## config.mk

```make
export PLATFORM = sky130hd
export DESIGN_NAME = rc_servo_pulse_gen_flat
export DESIGN_NICKNAME = d
export VERILOG_FILES = /design/src/rtl/rc_servo_pulse_gen_if.sv /design/src/rtl/rc_servo_pulse_gen.sv /design/src/flat_wrapper.sv
export SDC_FILE = /design/constraint.sdc
export NUM_CORES = 1
export LEC_CHECK = 0
export CAP_MARGIN = 20
export CORE_MARGIN = 2
export CORE_UTILIZATION = 56
export CTS_CLUSTER_SIZE = 30
export DETAILED_ROUTE_END_ITERATION = 8
export GPL_TIMING_DRIVEN = 0
export PLACE_DENSITY = 0.87
export SLEW_MARGIN = 20
export SYNTH_ARGS = -nofsm -noshare
export SYNTH_HDL_FRONTEND = slang
export SYNTH_SLANG_ARGS = --single-unit
```

## constraint.sdc

```tcl
create_clock -name clk_i -period 2.2 [get_ports clk_i]
set_input_delay 0.44 -clock clk_i [delete_from_list [all_inputs] [get_ports clk_i]]
set_output_delay 0.44 -clock clk_i [all_outputs]
set_load 0.01 [all_outputs]
```

## src/rtl/rc_servo_pulse_gen_if.sv

```systemverilog
// Position/pulse bundle between the tracking core (master) and one servo axis generator (slave).
interface rc_servo_pulse_gen_if;
    logic [7:0] pos_i;
    logic       pos_valid_i;
    logic       pwm_o;
    logic       frame_start_o;
    logic [7:0] active_pos_o;
    logic       upd_pending_o;

    modport master (
        output pos_i, pos_valid_i,
        input  pwm_o, frame_start_o, active_pos_o, upd_pending_o
    );

    modport slave (
        input  pos_i, pos_valid_i,
        output pwm_o, frame_start_o, active_pos_o, upd_pending_o
    );
endinterface

```

## src/rtl/rc_servo_pulse_gen.sv

```systemverilog
// RC servo frame generator with frame-boundary double-buffered position.
// Optional per-frame slew limiting is enabled by defining RC_SERVO_SLEW_LIMIT_EN.
module rc_servo_pulse_gen #(
    parameter int unsigned TICK_DIV    = 50,
    parameter int unsigned FRAME_TICKS = 20000,
    parameter int unsigned MIN_TICKS   = 1000,
    parameter int unsigned RESET_POS   = 128,
    parameter int unsigned SLEW_STEP   = 4
) (
    input  logic                 clk_i,
    input  logic                 reset_i,
    rc_servo_pulse_gen_if.slave  bus
);
    localparam int unsigned DIV_W = (TICK_DIV > 1) ? $clog2(TICK_DIV) : 1;
    localparam logic [DIV_W-1:0] DIV_LAST   = DIV_W'(TICK_DIV - 1);
    localparam logic [15:0]      FRAME_LAST = 16'(FRAME_TICKS - 1);
    localparam logic [15:0]      MIN_W      = 16'(MIN_TICKS);
    localparam logic [7:0]       POS_RST    = 8'(RESET_POS);
    localparam logic [7:0]       STEP       = 8'(SLEW_STEP);

    if (TICK_DIV < 1 || MIN_TICKS + 1020 >= FRAME_TICKS || FRAME_TICKS > 65536 ||
        RESET_POS > 255 || SLEW_STEP < 1 || SLEW_STEP > 255) begin : g_param_check
        $error("rc_servo_pulse_gen: illegal parameter combination");
    end

    typedef enum logic [1:0] {ST_START, ST_HIGH, ST_LOW} state_e;

    state_e           state_q;
    logic [DIV_W-1:0] div_cnt_q;
    logic [15:0]      frame_cnt_q;
    logic [7:0]       pending_pos_q;
    logic [7:0]       active_pos_q;
    logic [7:0]       active_pos_d;
    logic             upd_pending_q;
    logic             pwm_q;
    logic             frame_start_q;

    logic        tick;
    logic        boundary;
    logic [15:0] width;

    assign tick     = (div_cnt_q == DIV_LAST);
    assign boundary = (state_q == ST_START) || (tick && frame_cnt_q == FRAME_LAST);
    assign width    = MIN_W + {6'd0, active_pos_q, 2'b00};

    // Position adopted at the next frame boundary, taken from the pending value before the edge.
    always_comb begin
        active_pos_d = pending_pos_q;
`ifdef RC_SERVO_SLEW_LIMIT_EN
        if (pending_pos_q > active_pos_q) begin
            if (pending_pos_q - active_pos_q > STEP) active_pos_d = active_pos_q + STEP;
        end else if (active_pos_q - pending_pos_q > STEP) begin
            active_pos_d = active_pos_q - STEP;
        end
`endif
    end

    // NOTE: all state here is assigned with <= so every right-hand side sees pre-edge values.
    always_ff @(posedge clk_i) begin
        if (reset_i) begin
            state_q       <= ST_START;
            div_cnt_q     <= '0;
            frame_cnt_q   <= '0;
            pending_pos_q <= POS_RST;
            active_pos_q  <= POS_RST;
            upd_pending_q <= 1'b0;
            pwm_q         <= 1'b0;
            frame_start_q <= 1'b0;
        end else begin
            frame_start_q <= 1'b0;
            if (bus.pos_valid_i) begin
                pending_pos_q <= bus.pos_i;
                upd_pending_q <= 1'b1;
            end
            if (boundary) begin
                state_q       <= ST_HIGH;
                div_cnt_q     <= '0;
                frame_cnt_q   <= '0;
                pwm_q         <= 1'b1;
                frame_start_q <= 1'b1;
                active_pos_q  <= active_pos_d;
                upd_pending_q <= bus.pos_valid_i || (active_pos_d != pending_pos_q);
            end else if (tick) begin
                div_cnt_q   <= '0;
                frame_cnt_q <= frame_cnt_q + 16'd1;
                if (state_q == ST_HIGH && frame_cnt_q == width - 16'd1) begin
                    pwm_q   <= 1'b0;
                    state_q <= ST_LOW;
                end
            end else begin
                div_cnt_q <= div_cnt_q + DIV_W'(1);
            end
        end
    end

    assign bus.pwm_o         = pwm_q;
    assign bus.frame_start_o = frame_start_q;
    assign bus.active_pos_o  = active_pos_q;
    assign bus.upd_pending_o = upd_pending_q;
endmodule

```

## src/flat_wrapper.sv

```systemverilog
// flat-port wrapper written by rule: the top's interface ports become plain ports
module rc_servo_pulse_gen_flat 
#(
    parameter int unsigned TICK_DIV    = 50,
    parameter int unsigned FRAME_TICKS = 20000,
    parameter int unsigned MIN_TICKS   = 1000,
    parameter int unsigned RESET_POS   = 128,
    parameter int unsigned SLEW_STEP   = 4
)
  (clk_i, reset_i, bus_pos_i, bus_pos_valid_i, bus_pwm_o, bus_frame_start_o, bus_active_pos_o, bus_upd_pending_o);
  rc_servo_pulse_gen_if bus_i ();
  input  logic clk_i;
  input  logic reset_i;
  input wire logic [$bits(bus_i.pos_i)-1:0] bus_pos_i;
  input wire logic [$bits(bus_i.pos_valid_i)-1:0] bus_pos_valid_i;
  output wire logic [$bits(bus_i.pwm_o)-1:0] bus_pwm_o;
  output wire logic [$bits(bus_i.frame_start_o)-1:0] bus_frame_start_o;
  output wire logic [$bits(bus_i.active_pos_o)-1:0] bus_active_pos_o;
  output wire logic [$bits(bus_i.upd_pending_o)-1:0] bus_upd_pending_o;
  assign bus_i.pos_i = bus_pos_i;
  assign bus_i.pos_valid_i = bus_pos_valid_i;
  assign bus_pwm_o = bus_i.pwm_o;
  assign bus_frame_start_o = bus_i.frame_start_o;
  assign bus_active_pos_o = bus_i.active_pos_o;
  assign bus_upd_pending_o = bus_i.upd_pending_o;
  rc_servo_pulse_gen #(.TICK_DIV(TICK_DIV), .FRAME_TICKS(FRAME_TICKS), .MIN_TICKS(MIN_TICKS), .RESET_POS(RESET_POS), .SLEW_STEP(SLEW_STEP)) u_core (.clk_i(clk_i), .reset_i(reset_i), .bus(bus_i));
endmodule
```

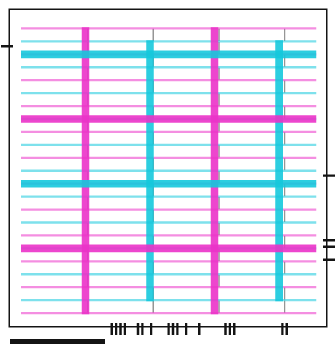
(run_1/power_grid.png)
The bar under the picture is 20 um long. Pins as bars on the die edge. Tap cells in gray.
legend:
  VDD:
    color: cyan
  VSS:
    color: magenta
met4 straps: 4
met5 straps: 4
die outline width: 66.4 um
vertical die size: 66.4 um
Placeable Area: 0.00372 mm2

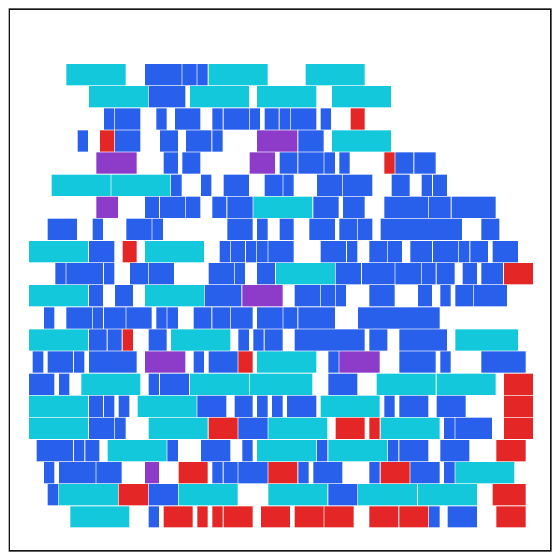
(run_1/placement_by_type.png)
legend:
  clock drivers and dummy loads:
    color: purple
    cells: 8
    share_of_their_area: 3.6%
  combinational and other logic:
    color: blue
    cells: 183
    share_of_their_area: 53%
  flops:
    color: cyan
    cells: 42
    share_of_their_area: 34%
  other buffers and delay cells:
    color: red
    cells: 29
    share_of_their_area: 9.7%

==> impl_report.txt, run 1 <==
PHYSICAL IMPLEMENTATION REPORT
----------------------------------------------------
[Critical path]
  Data required time at the worst endpoint ........................ 2440 ps
  Cell Chain, Critical Path ........................ ha_1 -> nor2b_1 -> a21oi_1 -> or3_1 -> a2111oi_4 -> a41o_1
  Setup slack of the worst register-to-register path ........................ 60 ps
  Worst setup endpoint ........................ u_core.state_q[1]
  Slowest stage cell, crit path ........................ sky130_fd_sc_hd__dfxtp_2

[Placed design]
  Gpl congestion ........................ 0.810
  Placement Cell Area ........................ 0.00243 mm2
  HPWL after detailed placement ........................ 3130 um

[Power and ir drop]
  Power per standard cell area ........................ 574 mW/mm2
  Maximum vdd ir drop ........................ 0.459 mV
  Static leakage ........................ 0.928 nW

[Synthesis]
  Async set-or-reset flop fraction in the synthesized netlist ........................ 0
  Yosys Warn Count ........................ 0
  Net Count, Synth ........................ 252
  Syn Area/Cell ........................ 9.29 um2
  Yosys Chip Area ........................ 0.00218 mm2
  Most common library cells after synthesis ........................ sky130_fd_sc_hd__nor2_1, sky130_fd_sc_hd__dfxtp_1, sky130_fd_sc_hd__xnor2_1
  Number of cells in Yosys stat ........................ 235

[Clocking]
  TritonCTS clock tree ........................ built

[Run status]
  Result of the run ........................ complete, no violations

[Finish]
  Most common library cell in the layout ignoring fill and taps ........................ sky130_fd_sc_hd__nor2_1
  Logic Gate Count ........................ 178
  Sequential portion of the cell area ........................ 0.332
  Biggest cell category by area in the final layout ........................ multi-input combinational cells

[Drt]
  Via Count ........................ 1675

[Final timing]
  Final slew viol count ........................ 0
  RSZ-0062 raised after global routing ........................ false

[Global route]
  Final global-route overflow total ........................ 0
  Maximum number of pins on one net before global-route repair ........................ 15
  First-pass GRT wire length ........................ 7130 um
  Initial antenna violation count ........................ 0

[Floorplan]
  Core utilization at floorplan ........................ 0.588

----------------------------------------------------
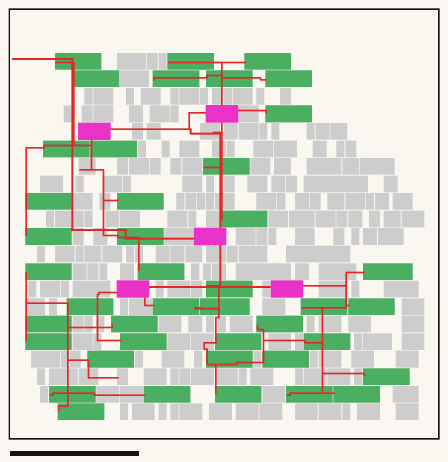
(run_1/clk_routes.png)
The bar under the picture is 20 um long.
legend:
  flip-flops:
    color: green
    count: 42
  clock drivers:
    color: magenta
    count: 5
  clock wires:
    color: red
    length: 468 um
routed clock nets: 6
Power Clock: 489 uW
latest clock arrival within the worst-skew pair: 300 ps
post-route clock skew: 10.9 ps
clock group share of total power: 0.336

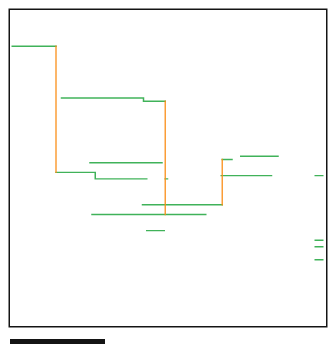
(run_1/wires.png)
The bar under the picture is 20 um long. Only two layers are drawn.
legend:
  metal 3:
    color: green
    wire_length: 139 um
  metal 4:
    color: orange
    wire_length: 59.8 um
aggregate global-route resource usage: 0.214
Routed WL per cell: 13.4 um

==> run 1: report_power, final <==
group	total, mW	switching, mW	internal (mW)	leakage, nW
sequential	0.801	0.0205	0.780	0.343
combinational	0.167	0.0814	0.0855	0.541
clock	0.489	0.267	0.223	0.0441
total	1.46	0.368	1.09	0.928
==> run 1: flip-flops by register name (all words and copies together), names as in the netlist <==
name	cells
u_core.state_q	1
u_core.div_cnt_q	6
u_core.bus.active_pos_o	8
u_core.bus.pwm_o	1
u_core.bus.upd_pending_o	1
u_core.frame_cnt_q	16
u_core.active_pos_d	8
u_core.bus.frame_start_o	1
==> run 1: layer usage <==
layer  track usage  wire (um)  vias to the layer above  part of all wire
met3        0.0545        138                        7             0.033
met1         0.264       1890                      789              0.45
met4        0.0663         59                        0             0.014
li1              -          -                      859                 -
met2         0.363       2080                       20              0.50
met5             0          0                        -                 0
==> run 1: critical path: cells and delay by family, from the launching register on <==
kind            cells  cell delay [ps]
compound gates      3              750
simple gates        2              550
fa+ha+maj           1              320
flops               1              460
==> run 1: metrics by stage <==
step,total power [mW],setup slack (ps)
after floorplan,0.926,164
after global placement,0.980,7.79
after detailed placement,0.985,-45.7
after CTS,1.47,55.6
after global routing,1.52,2.47
final,1.46,60.8
==> run 1: cell families (layout without fill, tap and decap cells) <==
family,count (synthesis),after routing,share of synthesized area
XOR/XNOR,31,31,0.135
multiplexers,18,18,0.0831
buffers and inverters,15,42,0.0315
flip-flops,42,42,0.385
adder cells (fa/ha/maj),6,6,0.0344
AND/OR/NAND/NOR,104,104,0.243
AND-OR/OR-AND,19,19,0.0882
==> run 1: what timing repair did <==
item / 4_1_cts / 5_1_grt
setup endpoints to repair: 2 / 10
resized: 3 / 2
buffers inserted: 0 / 0
==> run 2: changes to the inputs <==
--- a/config.mk
+++ b/config.mk
@@ -12,6 +12,7 @@
 export DETAILED_ROUTE_END_ITERATION = 8
 export GPL_TIMING_DRIVEN = 0
 export PLACE_DENSITY = 0.87
+export SETUP_SLACK_MARGIN = 0.15
 export SLEW_MARGIN = 20
 export SYNTH_ARGS = -nofsm -noshare
 export SYNTH_HDL_FRONTEND = slang
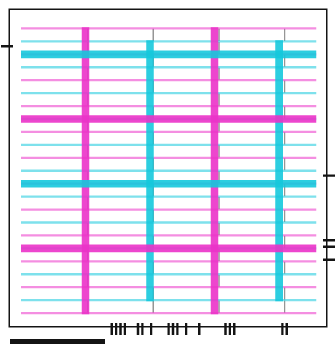
(run_2/power_grid.png)
The bar under the picture is 20 um long. Pins as bars on the die edge. Tap cells in gray.
legend:
  VSS:
    color: magenta
  VDD:
    color: cyan
met1 rails: 23
rows: 22
met4 straps: 4
tap cells: 48
signal pins: 22
maximum vdd ir drop: 0.441 mV

==> impl_report.txt, run 2 <==
PHYSICAL IMPLEMENTATION REPORT
----------------------------------------------------
[Run status]
  Result of the run ........................ complete, no violations

[Finish]
  Largest Register ........................ u_core.frame_cnt_q
  Net total in the final layout ........................ 281
  Most common library cell in the layout ignoring fill and taps ........................ sky130_fd_sc_hd__nor2_1

[Drt]
  Via Count ........................ 1706 (+1.9%)
  Routed WL per cell ........................ 14.2 um (+6.0%)
  Wire length on met2 ........................ 2260 um (+8.7%)
  Uppermost layer routed ........................ met4
  Met1 layer wirelength in the final routing ........................ 2000 um (+6.0%)
  Met3 wire length ........................ 127 um (-8.0%)

[Placed design]
  Worst Setup Slack post-DPL ........................ -45.7 ps (unchanged)
  HPWL after detailed placement ........................ 3130 um (unchanged)

[Critical path]
  Setup slack of the worst register-to-register path ........................ 190 ps (+120 ps)
  Data required time at the worst endpoint ........................ 2440 ps (about the same)

[Floorplan]
  Core utilization at floorplan ........................ 0.588 (unchanged)
  Die outline width ........................ 66.4 um (unchanged)
  Placeable Area ........................ 0.00372 mm2 (unchanged)
  Vertical die size ........................ 66.4 um (unchanged)

[Power and ir drop]
  Tot Pwr ........................ 1.48 mW (+1.5%)
  Static leakage ........................ 0.946 nW (+2.0%)
  Power per standard cell area ........................ 562 mW/mm2 (-2.1%)

[Synthesis]
  Yosys Warn Count ........................ 0 (unchanged)
  Syn Area/Cell ........................ 9.29 um2 (unchanged)
  Number of cells in Yosys stat ........................ 235 (unchanged)
  Yosys Chip Area ........................ 0.00218 mm2 (unchanged)
  Unique cell types ........................ 46
  Async set-or-reset flop fraction in the synthesized netlist ........................ 0 (unchanged)
  Number of enable flip-flop cells ........................ 0
  Most common library cells after synthesis ........................ sky130_fd_sc_hd__nor2_1, sky130_fd_sc_hd__dfxtp_1, sky130_fd_sc_hd__xnor2_1

[Final timing]
  Min setup slack post-route ........................ 186 ps (+125 ps)
  Post-route clock skew ........................ 11.3 ps (+0.406 ps)
  Share of the clock period used by the worst path after layout ........................ 0.916
  Final slew viol count ........................ 0 (unchanged)
  RSZ-0062 raised after global routing ........................ false

[Global route]
  Aggregate global-route resource usage ........................ 0.214 (unchanged)
  Maximum number of pins on one net before global-route repair ........................ 15 (unchanged)
  M2 GR Usage ........................ 0.363 (unchanged)
  Met1 Usage GRT ........................ 0.264 (unchanged)
  Final global-route overflow total ........................ 0 (unchanged)
  Global route hottest layer ........................ met2
  Initial antenna violation count ........................ 0 (unchanged)

[Clocking]
  Root buffer cell ........................ sky130_fd_sc_hd__clkbuf_8
  Latest clock arrival within the worst-skew pair ........................ 300 ps (about the same)

----------------------------------------------------
==> run 2: cell counts after synthesis <==
Identical to the previous run, type by type.
==> run 2: final timing paths <==
check / startpoint / endpoint / depth (start not counted)
worst max-delay path: u_core.bus.active_pos_o[0] / u_core.state_q[1] / 7
worst min-delay path: u_core.active_pos_d[7] / u_core.active_pos_d[7] / 2
worst max register to register: u_core.bus.active_pos_o[0] / u_core.state_q[1] / 7
worst min register to register: u_core.active_pos_d[7] / u_core.active_pos_d[7] / 2
==> run 2: cells by family after synthesis <==
kind of cell | count (synthesis) | share of synthesized area
compound gates | 19 | 0.0882
xor+xnor | 31 | 0.135
fa+ha+maj | 6 | 0.0344
buf+inv | 15 | 0.0315
flops | 42 | 0.385
mux | 18 | 0.0831
simple gates | 104 | 0.243
==> run 2: power breakdown <==
part           internal (mW)  switching [mW]
Sequential             0.779          0.0218
Combinational         0.0946          0.0904
Clock                  0.223           0.270
==> run 2: area by class of cell <==
type                    instances  area share
well taps                      48      0.0228
repair buffers                 22      0.0799
plain buffers                  10      0.0209
multi-input cells             178       0.512
clock buffers                   5      0.0262
inverters                       5     0.00714
flip-flops and latches         42       0.323
clock inverters                 3     0.00809
==> run 2: timing repair <==
item / CTS / global route
gates resized: 6 / 14
endpoints found under the setup margin: 12 / 21
setup buffers: 0 / 3
pin swaps: 1 / 3
==> run 2: worst max-delay path, stage by stage (launching register included) <==
cell and delay, ps:
sky130_fd_sc_hd__dfxtp_1 370, sky130_fd_sc_hd__inv_1 80, sky130_fd_sc_hd__ha_2 220, sky130_fd_sc_hd__nor2b_2 190, sky130_fd_sc_hd__a21oi_1 80, sky130_fd_sc_hd__or3_1 360, sky130_fd_sc_hd__a2111oi_4 430, sky130_fd_sc_hd__a41o_1 210
==> run 3: changes to the inputs <==
--- a/config.mk
+++ b/config.mk
@@ -13,7 +13,6 @@
 export GPL_TIMING_DRIVEN = 0
 export PLACE_DENSITY = 0.87
 export SETUP_SLACK_MARGIN = 0.15
-export SLEW_MARGIN = 20
 export SYNTH_ARGS = -nofsm -noshare
 export SYNTH_HDL_FRONTEND = slang
 export SYNTH_SLANG_ARGS = --single-unit
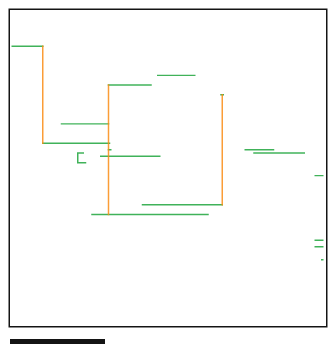
(run_3/wires.png)
The bar under the picture is 20 um long. Only two layers are drawn.
legend:
  metal 3:
    color: green
    wire_length: 128 um
  metal 4:
    color: orange
    wire_length: 70.7 um
Via Count: 1706
Detailed Route WL: 4460 um
Routed WL per cell: 14.2 um

==> impl_report.txt, run 3 <==
PHYSICAL IMPLEMENTATION REPORT
----------------------------------------------------
[Power and ir drop]
  Clock group share of total power ........................ 0.334 (about the same)
  Combinational Power Share ........................ 0.125 (about the same)
  Internal power consumption ........................ 1.10 mW (unchanged)
  Static leakage ........................ 0.946 nW (unchanged)

[Synthesis]
  Number of enable flip-flop cells ........................ 0 (unchanged)
  Most common library cells after synthesis ........................ sky130_fd_sc_hd__nor2_1, sky130_fd_sc_hd__dfxtp_1, sky130_fd_sc_hd__xnor2_1

[Run status]
  Result of the run ........................ complete, no violations

[Finish]
  Most common library cell in the layout ignoring fill and taps ........................ sky130_fd_sc_hd__nor2_1
  Largest Register ........................ u_core.frame_cnt_q

[Final timing]
  Post-route clock skew ........................ 11.3 ps (unchanged)
  RSZ-0062 raised after global routing ........................ false
  Final slew viol count ........................ 0 (unchanged)

[Floorplan]
  Core utilization at floorplan ........................ 0.588 (unchanged)
  Vertical die size ........................ 66.4 um (unchanged)
  Placeable Area ........................ 0.00372 mm2 (unchanged)

[Critical path]
  Slowest stage cell, crit path ........................ sky130_fd_sc_hd__a2111oi_4
  Data required time at the worst endpoint ........................ 2440 ps (about the same)
  Cell Chain, Critical Path ........................ inv_1 -> ha_2 -> nor2b_2 -> a21oi_1 -> or3_1 -> a2111oi_4 -> a41o_1
  Sum of buffers and inverters on the critical path ........................ 1 (unchanged)

[Global route]
  Initial antenna violation count ........................ 0 (unchanged)
  M2 GR Usage ........................ 0.363 (unchanged)
  Final global-route overflow total ........................ 0 (unchanged)

----------------------------------------------------
run 3: cell type report:
class	instances	area, um2	share of cell area
sequential	42	848	0.323
timing repair buffer	22	210	0.0799
buffer	10	55.1	0.0209
clock inverter	3	21.3	0.00809
tap	48	60.1	0.0228
clock buffer	5	68.8	0.0262
inverter	5	18.8	0.00714
multi-input combinational	178	1350	0.512
run 3: worst paths after layout:
kind	start	end	slack, ps	cells after the start
setup / recovery	u_core.bus.active_pos_o[0]	u_core.state_q[1]	190	7
hold / removal	u_core.active_pos_d[7]	u_core.active_pos_d[7]	470	2
setup reg to reg	u_core.bus.active_pos_o[0]	u_core.state_q[1]	190	7
hold reg to reg	u_core.active_pos_d[7]	u_core.active_pos_d[7]	470	2
run 3: what timing repair did:
item	4_1_cts	5_1_grt
endpoints found under the setup margin	12	21
gates resized	6	14
hold buffers	0	0
pin swaps	1	3
setup buffers	0	3
run 3: logic make-up after synthesis:
| family | after synthesis |
|---|---|
| compound gates | 19 |
| xor+xnor | 31 |
| fa+ha+maj | 6 |
| buf+inv | 15 |
| flops | 42 |
| mux | 18 |
| simple gates | 104 |
run 3: power groups by stage:
| stage | logic (mW) | registers [mW] | clock network [mW] |
|---|---|---|---|
| 5_1_grt | 0.200 | 0.803 | 0.533 |
| 6_report | 0.185 | 0.801 | 0.493 |
| 3_5_place_dp | 0.166 | 0.819 | 0 |
| 3_3_place_gp | 0.162 | 0.817 | 0 |
| 2_1_floorplan | 0.108 | 0.818 | 0 |
| 4_1_cts | 0.168 | 0.800 | 0.498 |
run 3: per-layer routing:
| layer | wire [um] | part of all wire |
|---|---|---|
| met3 | 127 | 0.028 |
| met4 | 70 | 0.016 |
| met1 | 2000 | 0.45 |
| met5 | 0 | 0 |
| met2 | 2260 | 0.51 |
Power and IR drop assume default switching activity.
